### src/rtl/nvdla_sdp_rdma_group_ctrl_pkg.sv
// Shared SDP RDMA definitions: group status encoding, group-control FSM states
// and the status decode used to drive the register-block read-back fields.
package nvdla_sdp_rdma_group_ctrl_pkg;

  localparam int unsigned GRP_NUM  = 2;
  localparam int unsigned STATUS_W = 2;

  localparam logic [STATUS_W-1:0] STATUS_IDLE    = 2'd0;
  localparam logic [STATUS_W-1:0] STATUS_RUNNING = 2'd1;
  localparam logic [STATUS_W-1:0] STATUS_PENDING = 2'd2;

  typedef enum logic [1:0] {
    RDMA_IDLE = 2'd0,
    RDMA_LOAD = 2'd1,
    RDMA_RUN  = 2'd2
  } rdma_state_e;

  // Running wins over pending so the active group never reads back as PENDING.
  function automatic logic [STATUS_W-1:0] group_status(
    input logic               grp,
    input rdma_state_e        st,
    input logic               cons,
    input logic [GRP_NUM-1:0] pend
  );
    logic [STATUS_W-1:0] s;
    s = STATUS_IDLE;
    if ((grp == cons) && (st != RDMA_IDLE)) begin
      s = STATUS_RUNNING;
    end else if (pend[grp]) begin
      s = STATUS_PENDING;
    end
    return s;
  endfunction

endpackage

### src/rtl/nvdla_sdp_rdma_group_ctrl.sv
// Ping-pong register-group controller for SDP RDMA: tracks per-group pending
// operations, sequences load/run of the consumer group and reports status.
module nvdla_sdp_rdma_group_ctrl
  import nvdla_sdp_rdma_group_ctrl_pkg::*;
(
  input  logic                nvdla_core_clk,
  input  logic                nvdla_core_rst,
  input  logic                producer,
  input  logic                op_en_trigger,
  input  logic                op_done,
  output logic                consumer,
  output logic [STATUS_W-1:0] status_0,
  output logic [STATUS_W-1:0] status_1,
  output logic                op_load,
  output logic                op_en,
  output logic [GRP_NUM-1:0]  intr_done,
  output logic                trig_err
);

  rdma_state_e          state;
  rdma_state_e          state_nxt;
  logic [GRP_NUM-1:0]   pending;
  logic [GRP_NUM-1:0]   pending_nxt;
  logic                 consumer_nxt;
  logic [GRP_NUM-1:0]   intr_done_nxt;
  logic                 trig_err_nxt;
  logic                 op_load_nxt;
  logic                 op_en_nxt;
  logic [STATUS_W-1:0]  status_0_nxt;
  logic [STATUS_W-1:0]  status_1_nxt;
  logic                 trig_busy;
  logic                 trig_ok;

  // State register
  always_ff @(posedge nvdla_core_clk) begin
    if (nvdla_core_rst) begin
      state <= RDMA_IDLE;
    end else begin
      state <= state_nxt;
    end
  end

  // Next state, pending bookkeeping and next values of every registered output
  always_comb begin
    state_nxt     = state;
    pending_nxt   = pending;
    consumer_nxt  = consumer;
    intr_done_nxt = '0;
    trig_err_nxt  = 1'b0;

    trig_busy = (state != RDMA_IDLE) && (producer == consumer);
    trig_ok   = op_en_trigger && !pending[producer] && !trig_busy;

    case (state)
      RDMA_IDLE: begin
        if (pending[consumer]) begin
          state_nxt = RDMA_LOAD;
        end
      end
      RDMA_LOAD: begin
        state_nxt = RDMA_RUN;
      end
      RDMA_RUN: begin
        if (op_done) begin
          state_nxt               = RDMA_IDLE;
          pending_nxt[consumer]   = 1'b0;
          intr_done_nxt[consumer] = 1'b1;
          consumer_nxt            = ~consumer;
        end
      end
      default: begin
        state_nxt = RDMA_IDLE;
      end
    endcase

    // A legal trigger never targets the group being retired, so the bits are disjoint
    if (trig_ok) begin
      pending_nxt[producer] = 1'b1;
    end
    trig_err_nxt = op_en_trigger && !trig_ok;

    op_load_nxt  = (state_nxt == RDMA_LOAD);
    op_en_nxt    = (state_nxt == RDMA_RUN);
    status_0_nxt = group_status(1'b0, state_nxt, consumer_nxt, pending_nxt);
    status_1_nxt = group_status(1'b1, state_nxt, consumer_nxt, pending_nxt);
  end

  // Bookkeeping and output registers
  always_ff @(posedge nvdla_core_clk) begin
    if (nvdla_core_rst) begin
      pending   <= '0;
      consumer  <= 1'b0;
      intr_done <= '0;
      trig_err  <= 1'b0;
      op_load   <= 1'b0;
      op_en     <= 1'b0;
      status_0  <= STATUS_IDLE;
      status_1  <= STATUS_IDLE;
    end else begin
      pending   <= pending_nxt;
      consumer  <= consumer_nxt;
      intr_done <= intr_done_nxt;
      trig_err  <= trig_err_nxt;
      op_load   <= op_load_nxt;
      op_en     <= op_en_nxt;
      status_0  <= status_0_nxt;
      status_1  <= status_1_nxt;
    end
  end

endmodule

### config.mk
export PLATFORM = sky130hd
export DESIGN_NAME = nvdla_sdp_rdma_group_ctrl
export DESIGN_NICKNAME = d
export VERILOG_FILES = /design/src/rtl/nvdla_sdp_rdma_group_ctrl_pkg.sv /design/src/rtl/nvdla_sdp_rdma_group_ctrl.sv
export SDC_FILE = /design/constraint.sdc
export NUM_CORES = 1
export LEC_CHECK = 0
export ABC_AREA = 1
export CORE_AREA = 2 2 41 43
export DETAILED_ROUTE_END_ITERATION = 12
export DIE_AREA = 0 0 43 45
export PLACE_DENSITY = 0.74
export SYNTH_ARGS = -nofsm -noshare
export SYNTH_HDL_FRONTEND = slang
export SYNTH_SLANG_ARGS = --single-unit
### constraint.sdc
create_clock -name nvdla_core_clk -period 1 [get_ports nvdla_core_clk]
set_input_delay 0.2 -clock nvdla_core_clk [delete_from_list [all_inputs] [get_ports nvdla_core_clk]]
set_output_delay 0.2 -clock nvdla_core_clk [all_outputs]
set_load 0.01 [all_outputs]
### Signal wires on met1

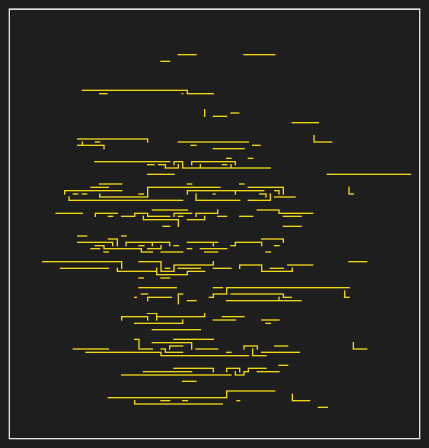
- share of all routed wire: 46%
- longest straight run: 12.9 um
- nets with wire on the layer: 89
- main direction: horizontal
met1 Use GR: 14.1%
routed via count: 491
wirelength, routed: 1040 um

### Port wiring

Scale bar: 10 um.
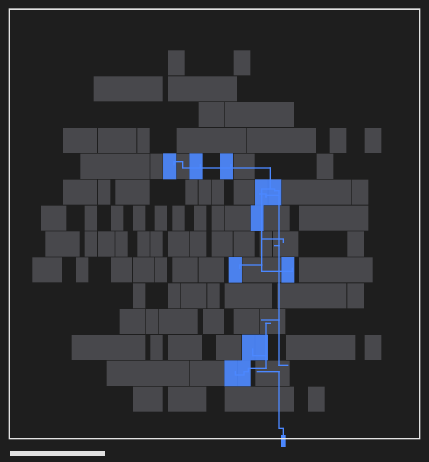
- `nvdla_core_rst`: blue (direction input; end cells 12; buffers 3; wire 78.4 um)
# IOs: 15
port bufs: 14

### Clock wires, drivers and flops

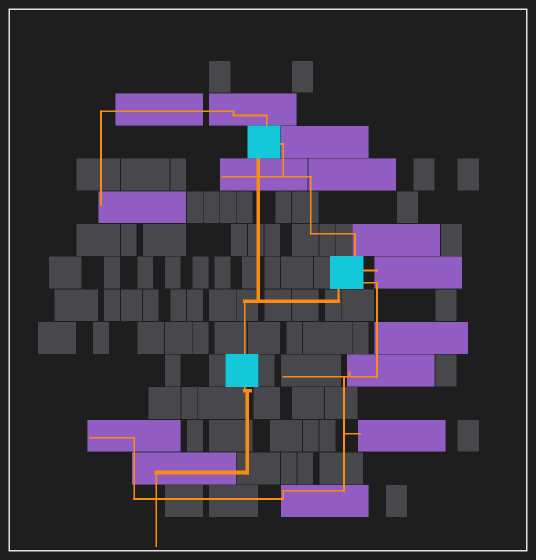
- clock wires: orange (length 157 um)
- clock drivers: cyan (count 3)
- flip-flops: purple (count 14)
- routed clock nets: 4
clock power share: 31.4%
Clock Skews: 4.03 ps
clk_lat worst skew: 280 ps
clock group total power: 0.394 mW

### Routing congestion

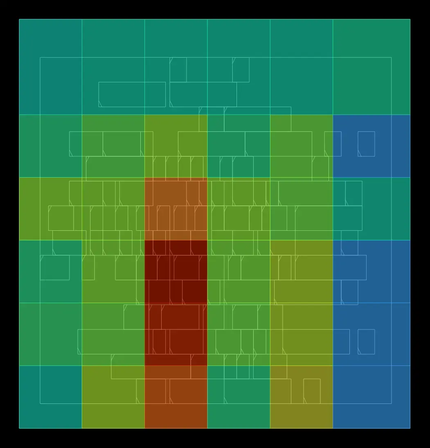
WL/cell: 9.09 um
busiest layer in global routing: met2

==> results.py <==
# Flow results
metrics = {
    "synthesis": {
        "syn_area_per_cell_um2": 7.52,
        "netlist.area_leader.share_pct": 51.7,
        "synth.area.mux_share_pct": 0,
        "ys_seq_elements": 14,
        "ys_warn_count": 0,
        "ys_sh_aoi_pct": 0.924,
        "synth-simple-area-share_pct": 39.7,
    },
    "min_path": {
        "hold_path.class": "input port to flip-flop",
        "worst_hold_path.endpoint": "status_1[1]$_SDFF_PP0_",
        "min_path_cells": 5,
    },
    "sta": {
        "worst_slack_ps": -0.181,
        "tightest_slew_ps": 199,
        "report.final.slew_viol_count": 0,
        "finalSetupViolations": 1,
        "rsz0062_at_grt": "yes",
        "holdWs_ps": 472,
    },
    "clock_network": {
        "path_clk_slew_ps": 80,
        "clock-sinks": 14,
        "cts_tree": "built",
        "cts-root-buf": "clkbuf_4",
    },
    "outcome": {
        "violations": "setup timing",
        "outcome": "finished, violations left",
    },
    "floorplan": {
        "core_area_um2": 1470,
        "nWellTaps": 16,
        "chipArea_um2": 1940,
    },
    "finish": {
        "area_growth_pct": 46.9,
        "drive_gt1_share_pct": 45.9,
        "buffers": 23,
        "final_layout_top_logic_cells": "14 x nand2_1, 14 x nor2_1, 11 x dfxtp_1",
        "clkbuf_count": 4,
        "antenna_cells": 0,
        "fin_area_um2": 796,
    },
    "grt": {
        "grt_pass1_wl_um": 1620,
        "grt_pass1_vias": 397,
        "track_usage_pct": 11.3,
    },
    "worst_setup_path": {
        "regToRegEndpoint": "status_1[1]$_SDFF_PP0_",
        "critical_path.startpoint_type": "flip-flop",
        "crit_path_end_kind": "flip-flop",
        "crit_type": "flip-flop to flip-flop",
        "crit_family": "simple AND/OR/NAND/NOR gates",
        "slowest_delay_ps": 350,
    },
    "route": {
        "met1_length_um": 480,
        "routed.top_layer": "met4",
        "met2_wirelength_um": 471,
    },
    "placement": {
        "post-place-ws_ps": -389,
    },
    "job": {
        "warnings": 28,
    },
    "power_and_ir_drop": {
        "p_seq_share_pct": 48.7,
    },
}
Power and IR drop assume default switching activity.
